==> src/rtl/prog_seq_detector_multi_if.sv <==
// Config, serial-in and hit-report bundle for the multi-pattern detector.
// hit_cnt exists only when PSD_HIT_COUNT_EN is defined.
interface prog_seq_detector_multi_if #(
   parameter int SEQ_W   = 5,
   parameter int NUM_PAT = 4,
   parameter int IDX_W   = (NUM_PAT > 1) ? $clog2(NUM_PAT) : 1,
   parameter int CNT_W   = 8
);
   logic               clr;
   logic               ovl_mode;
   logic               cfg_we;
   logic [IDX_W-1:0]   cfg_idx;
   logic [SEQ_W-1:0]   cfg_pat;
   logic [SEQ_W-1:0]   cfg_mask;
   logic               cfg_en;
   logic               din_valid;
   logic               din;
   logic [NUM_PAT-1:0] hit;
   logic               hit_any;
   logic [SEQ_W-1:0]   hist;
`ifdef PSD_HIT_COUNT_EN
   logic [CNT_W-1:0]   hit_cnt;
`endif

   modport master (
      output clr, ovl_mode, cfg_we, cfg_idx,
      output cfg_pat, cfg_mask, cfg_en,
      output din_valid, din,
`ifdef PSD_HIT_COUNT_EN
      input  hit_cnt,
`endif
      input  hit, hit_any, hist
   );

   modport slave (
      input  clr, ovl_mode, cfg_we, cfg_idx,
      input  cfg_pat, cfg_mask, cfg_en,
      input  din_valid, din,
`ifdef PSD_HIT_COUNT_EN
      output hit_cnt,
`endif
      output hit, hit_any, hist
   );
endinterface

==> src/rtl/prog_seq_detector_multi.sv <==
// Multi-slot programmable serial sequence detector with masked patterns.
// Optional saturating hit counter enabled by PSD_HIT_COUNT_EN.
module prog_seq_detector_multi #(
   parameter int SEQ_W   = 5,
   parameter int NUM_PAT = 4,
   parameter int IDX_W   = (NUM_PAT > 1) ? $clog2(NUM_PAT) : 1,
   parameter int CNT_W   = 8
) (
   input  logic clk,
   input  logic resetn,
   prog_seq_detector_multi_if.slave bus
);
   localparam int FILL_W = $clog2(SEQ_W + 1);
   localparam logic [FILL_W-1:0] FILL_FULL = FILL_W'(SEQ_W);

   logic [SEQ_W-1:0]   hist_q, hist_d, hist_sh;
   logic [FILL_W-1:0]  fill_q, fill_d, fill_inc;
   logic [NUM_PAT-1:0] hit_q, hit_d, match;
   logic               hit_any_q, hit_any_d;
   logic [SEQ_W-1:0]   pat_q  [NUM_PAT];
   logic [SEQ_W-1:0]   mask_q [NUM_PAT];
   logic [NUM_PAT-1:0] en_q;

   // Matching looks at the history as it will be after this bit.
   always_comb begin
      hist_sh  = {hist_q[SEQ_W-2:0], bus.din};
      fill_inc = (fill_q == FILL_FULL) ? fill_q
                                       : fill_q + FILL_W'(1);
      for (int i = 0; i < NUM_PAT; i++) begin
         match[i] = bus.din_valid && en_q[i] &&
                    (fill_inc == FILL_FULL) &&
                    (((hist_sh ^ pat_q[i]) & mask_q[i]) == '0);
      end
   end

   always_comb begin
      hist_d = hist_q;
      fill_d = fill_q;
      hit_d  = '0;
      if (bus.clr) begin
         hist_d = '0;
         fill_d = '0;
      end else if (bus.din_valid) begin
         hit_d = match;
         if (!bus.ovl_mode && (|match)) begin
            hist_d = '0;
            fill_d = '0;
         end else begin
            hist_d = hist_sh;
            fill_d = fill_inc;
         end
      end
      hit_any_d = |hit_d;
   end

   always_ff @(posedge clk or negedge resetn) begin
      if (!resetn) begin
         hist_q    <= '0;
         fill_q    <= '0;
         hit_q     <= '0;
         hit_any_q <= 1'b0;
      end else begin
         hist_q    <= hist_d;
         fill_q    <= fill_d;
         hit_q     <= hit_d;
         hit_any_q <= hit_any_d;
      end
   end

   // Out-of-range indices match no slot and are dropped.
   always_ff @(posedge clk or negedge resetn) begin
      if (!resetn) begin
         en_q <= '0;
         for (int i = 0; i < NUM_PAT; i++) begin
            pat_q[i]  <= '0;
            mask_q[i] <= '0;
         end
      end else if (bus.cfg_we) begin
         for (int i = 0; i < NUM_PAT; i++) begin
            if (bus.cfg_idx == IDX_W'(i)) begin
               pat_q[i]  <= bus.cfg_pat;
               mask_q[i] <= bus.cfg_mask;
               en_q[i]   <= bus.cfg_en;
            end
         end
      end
   end

   assign bus.hit     = hit_q;
   assign bus.hit_any = hit_any_q;
   assign bus.hist    = hist_q;

`ifdef PSD_HIT_COUNT_EN
   logic [CNT_W-1:0] cnt_q, cnt_d;

   always_comb begin
      cnt_d = cnt_q;
      if (bus.clr) begin
         cnt_d = '0;
      end else if (hit_any_d && (cnt_q != '1)) begin
         cnt_d = cnt_q + CNT_W'(1);
      end
   end

   always_ff @(posedge clk or negedge resetn) begin
      if (!resetn) begin
         cnt_q <= '0;
      end else begin
         cnt_q <= cnt_d;
      end
   end

   assign bus.hit_cnt = cnt_q;
`endif

endmodule

==> src/flat_wrapper.sv <==
// flat-port wrapper written by rule: the top's interface ports become plain ports
module prog_seq_detector_multi_flat 
#(
   parameter int SEQ_W   = 5,
   parameter int NUM_PAT = 4,
   parameter int IDX_W   = (NUM_PAT > 1) ? $clog2(NUM_PAT) : 1,
   parameter int CNT_W   = 8
)
  (clk, resetn, bus_clr, bus_ovl_mode, bus_cfg_we, bus_cfg_idx, bus_cfg_pat, bus_cfg_mask, bus_cfg_en, bus_din_valid, bus_din, bus_hit, bus_hit_any, bus_hist);
  prog_seq_detector_multi_if #(.SEQ_W(SEQ_W), .NUM_PAT(NUM_PAT), .IDX_W(IDX_W), .CNT_W(CNT_W)) bus_i ();
  input  logic clk;
  input  logic resetn;
  input wire logic [$bits(bus_i.clr)-1:0] bus_clr;
  input wire logic [$bits(bus_i.ovl_mode)-1:0] bus_ovl_mode;
  input wire logic [$bits(bus_i.cfg_we)-1:0] bus_cfg_we;
  input wire logic [$bits(bus_i.cfg_idx)-1:0] bus_cfg_idx;
  input wire logic [$bits(bus_i.cfg_pat)-1:0] bus_cfg_pat;
  input wire logic [$bits(bus_i.cfg_mask)-1:0] bus_cfg_mask;
  input wire logic [$bits(bus_i.cfg_en)-1:0] bus_cfg_en;
  input wire logic [$bits(bus_i.din_valid)-1:0] bus_din_valid;
  input wire logic [$bits(bus_i.din)-1:0] bus_din;
  output wire logic [$bits(bus_i.hit)-1:0] bus_hit;
  output wire logic [$bits(bus_i.hit_any)-1:0] bus_hit_any;
  output wire logic [$bits(bus_i.hist)-1:0] bus_hist;
  assign bus_i.clr = bus_clr;
  assign bus_i.ovl_mode = bus_ovl_mode;
  assign bus_i.cfg_we = bus_cfg_we;
  assign bus_i.cfg_idx = bus_cfg_idx;
  assign bus_i.cfg_pat = bus_cfg_pat;
  assign bus_i.cfg_mask = bus_cfg_mask;
  assign bus_i.cfg_en = bus_cfg_en;
  assign bus_i.din_valid = bus_din_valid;
  assign bus_i.din = bus_din;
  assign bus_hit = bus_i.hit;
  assign bus_hit_any = bus_i.hit_any;
  assign bus_hist = bus_i.hist;
  prog_seq_detector_multi #(.SEQ_W(SEQ_W), .NUM_PAT(NUM_PAT), .IDX_W(IDX_W), .CNT_W(CNT_W)) u_core (.clk(clk), .resetn(resetn), .bus(bus_i));
endmodule
==> config.mk <==
export PLATFORM = sky130hd
export DESIGN_NAME = prog_seq_detector_multi_flat
export DESIGN_NICKNAME = d
export VERILOG_FILES = /design/src/rtl/prog_seq_detector_multi_if.sv /design/src/rtl/prog_seq_detector_multi.sv /design/src/flat_wrapper.sv
export SDC_FILE = /design/constraint.sdc
export NUM_CORES = 1
export LEC_CHECK = 0
export CAP_MARGIN = 40
export CELL_PAD_IN_SITES_DETAIL_PLACEMENT = 0
export CELL_PAD_IN_SITES_GLOBAL_PLACEMENT = 1
export CORE_ASPECT_RATIO = 1.5
export CORE_MARGIN = 5
export CORE_UTILIZATION = 49
export DETAILED_ROUTE_END_ITERATION = 10
export PLACE_DENSITY_LB_ADDON = 0.1
export SKIP_CTS_REPAIR_TIMING = 1
export SLEW_MARGIN = 15
export SYNTH_ARGS = -nofsm -noshare
export SYNTH_HDL_FRONTEND = slang
export SYNTH_SLANG_ARGS = --single-unit
==> constraint.sdc <==
create_clock -name clk -period 4.7 [get_ports clk]
set_clock_uncertainty 0.1 [all_clocks]
set_input_delay 0.94 -clock clk [delete_from_list [all_inputs] [get_ports clk]]
set_output_delay 0.94 -clock clk [all_outputs]
set_load 0.05 [all_outputs]
**Run 1: signal wires by layer**

Two of the layers only.
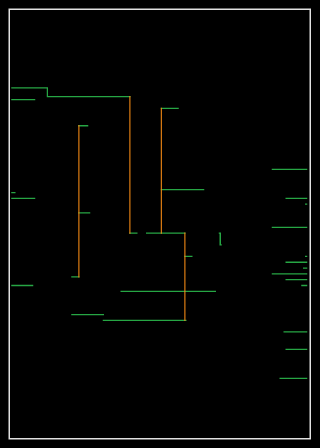
- green: metal 3 (wire length 187 um)
- orange: metal 4 (wire length 117 um)
Tot GR Track Use: 0.1752
Vias: 1673
Routed wire per std cell: 18.11 um

**Run 1: pin placement**

Pins as bars across the die edge, other pins in gray.
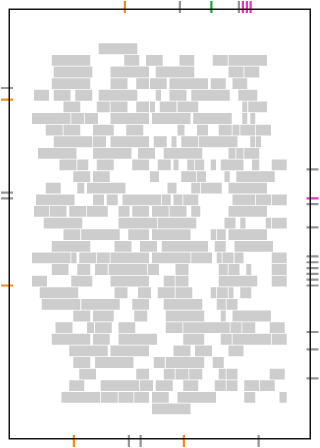
- green: bus_din (pins 1; direction input; edge top)
- orange: bus_cfg_pat (pins 5; direction input; edge 2 bottom, 2 left, 1 top)
- magenta: bus_hit (pins 4; direction output; edge 3 top, 1 right)
- all pins by edge: 13 right, 7 top, 5 bottom, 5 left

==> impl_metrics.py, run 1 <==
# Metrics from the implementation run
metrics = {
    "status": {
        "run_status": "finished, final reports clean",
    },
    "power_and_ir_drop": {
        "p_comb_frac": 0.159,
        "p_total_uw": 1317,
        "seqPwrFrac": 0.471,
        "p_sw_uw": 341.6,
    },
    "global_routing": {
        "grt_first_pass_wirelength_um": 9556,
        "busiest_layer": "met2",
    },
    "drt": {
        "drc": 0,
        "wirelength_um": 5523,
        "wl_met2_um": 3013,
    },
    "critical_path": {
        "end_kind": "primary output",
        "path_max_fanout": 8,
        "cp-endpoint": "bus_hist[1]",
    },
    "final_timing": {
        "setup_viol": 0,
        "worst_slew_pin_slew_ns": 0.7178,
        "timing.final.crit_share": 0.5989,
        "grt_setup_unrepaired": "no",
    },
    "synth": {
        "synth_cell_type_count": 29,
        "top_area_frac": 0.5367,
        "simple_gate_share": 0.07156,
        "netlist_area_um2": 2658,
    },
    "cells_and_area": {
        "final-clk-cell-share": 0.06667,
        "final_cell_mix": "57 x dfrtp_1, 44 x mux2_2, 28 x clkdlybuf4s50_1",
        "nClkBuffers": 10,
        "nonClockInverterCount": 4,
        "diodes": 0,
    },
    "floorplan": {
        "pin_count": 30,
        "core_um2": 5205,
    },
    "hold_path": {
        "min_from": "u_core.bus.hist[4]$_DFFE_PN0P_",
    },
    "flow_run": {
        "maxCapViolations": 0,
    },
    "placed_design": {
        "dp_cells": 289,
    },
    "cts": {
        "clk_latency_ns": 0.34,
    },
}
**Run 1: clock network drawn from the DEF**

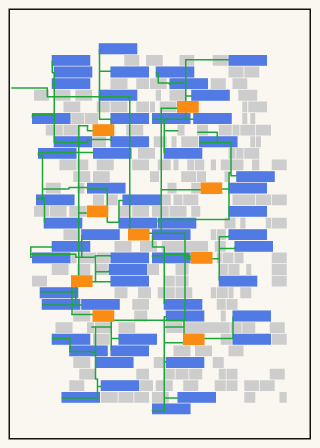
- orange: clock drivers (count 9)
- blue: flip-flops (count 57)
- green: clock wires (length 712 um)
- routed clock nets: 10
P_clk: 487 uW
Clock power frac: 0.370

**Run 1: routing congestion map**

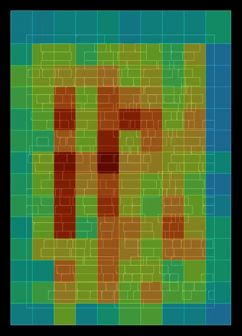
met2 Use GR: 0.3197
met1 Use GR: 0.1948
Layout Utilization: 0.6058

**Run 1: placed cells, one color a class**

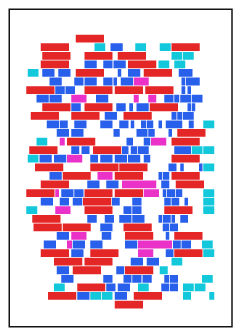

## Run 2: what changed since run 1
--- a/config.mk
+++ b/config.mk
@@ -10,7 +10,7 @@
 export CELL_PAD_IN_SITES_GLOBAL_PLACEMENT = 1
 export CORE_ASPECT_RATIO = 1.5
 export CORE_MARGIN = 5
-export CORE_UTILIZATION = 49
+export CORE_UTILIZATION = 41
 export DETAILED_ROUTE_END_ITERATION = 10
 export PLACE_DENSITY_LB_ADDON = 0.1
 export SKIP_CTS_REPAIR_TIMING = 1
==> constraint.sdc (replaced) <==
create_clock -name clk -period 2.4 [get_ports clk]
set_clock_uncertainty 0.1 [all_clocks]
set_input_delay 0.48 -clock clk [delete_from_list [all_inputs] [get_ports clk]]
set_output_delay 0.48 -clock clk [all_outputs]
set_load 0.05 [all_outputs]
**Run 2: placed cells, one color a class**

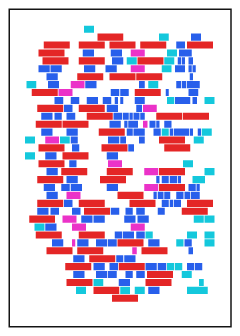
- magenta: clock drivers and dummy loads (cells 16; share of their area 6.2%)
- blue: combinational and other logic (cells 133; share of their area 36%)
- red: sequential cells (cells 57; share of their area 46%)
- cyan: remaining buffers and delay cells (cells 36; share of their area 11%)

**Run 2: clock network drawn from the DEF**

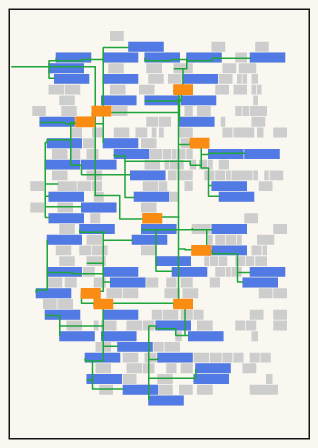
- green: clock wires (length 712 um)
- orange: clock drivers (count 9)
- blue: flip-flops (count 57)
- routed clock nets: 10
clk latency late pin: 0.32 ns
Clock power frac: 0.338
P_clk: 835 uW

==> run 2 against run 1 <==
Via count up 0.30%. Worst hold slack worse by 0.34 ns. Global-route usage down 2.5 points. Worst setup slack got worse by 1.8 ns. Count of clock-buffer cells in the layout grew 4. Core utilization fell by 11 points. Critical path depth stayed put. Wire length up 0.65%. Register-to-register slack worse by 2.4 ns. Cell area increased by 1.4%. Non-clock buffer count grew 5. Power increased by 87%. Largest power group unchanged. Highest routed layer unchanged.
==> impl_metrics.py, run 2 <==
# Metrics from the implementation run
metrics = {
    "cells_and_area": {
        "final_cell_mix": "57 x dfrtp_1, 44 x mux2_2, 27 x clkdlybuf4s50_1",
        "diodes": 0,
        "final_cell_count_no_fill": 318,
        "fin_util": 0.5000,
        "nonClockInverterCount": 4,
        "nClkBuffers": 14,
        "final-clk-cell-share": 0.06025,
        "areaGrowthSynthToFinish_pct": 20.34,
        "drive_above_1_share": 0.2975,
    },
    "synth": {
        "netlist_area_um2": 2658,
        "top_area_frac": 0.5367,
        "synth_cell_type_count": 29,
        "yosys_cells": 203,
        "simple_gate_share": 0.07156,
        "synth_dominant_cell_count": "dfrtp_1",
    },
    "power_and_ir_drop": {
        "seqPwrFrac": 0.492,
        "p_total_uw": 2467,
        "p_comb_frac": 0.169,
        "p_sw_uw": 645.0,
    },
    "global_routing": {
        "met1_usage": 0.1697,
        "busiest_layer": "met2",
        "grt_use_total": 0.1503,
        "grt_first_pass_wirelength_um": 8956,
        "gr-total-overflow": 0,
        "grt_pass1_vias": 1851,
        "grt_util_met2": 0.2645,
    },
    "flow_run": {
        "maxCapViolations": 0,
    },
    "drt": {
        "wirelength_um": 5559,
        "vias": 1678,
        "wl_per_cell_um": 17.48,
        "postRouteAntennaNets": 0,
        "drc": 0,
        "wl_met2_um": 2966,
    },
    "critical_path": {
        "cp-endpoint": "bus_hist[1]",
        "end_kind": "primary output",
        "path_max_fanout": 8,
    },
    "status": {
        "run_status": "finished, final reports clean",
    },
    "final_timing": {
        "relSlewSlack": 0.6638,
        "slew_violations": 0,
        "grt_setup_unrepaired": "no",
        "worst_slew_pin_slew_ns": 0.5027,
        "setup_viol": 0,
        "timing.final.crit_share": 0.9744,
    },
    "placed_design": {
        "dp_cells": 302,
        "place_ws_ns": 0.05696,
        "placedInstanceArea_um2": 3003,
    },
    "floorplan": {
        "pin_count": 30,
        "core_um2": 6396,
    },
}
Power and IR drop assume default switching activity.
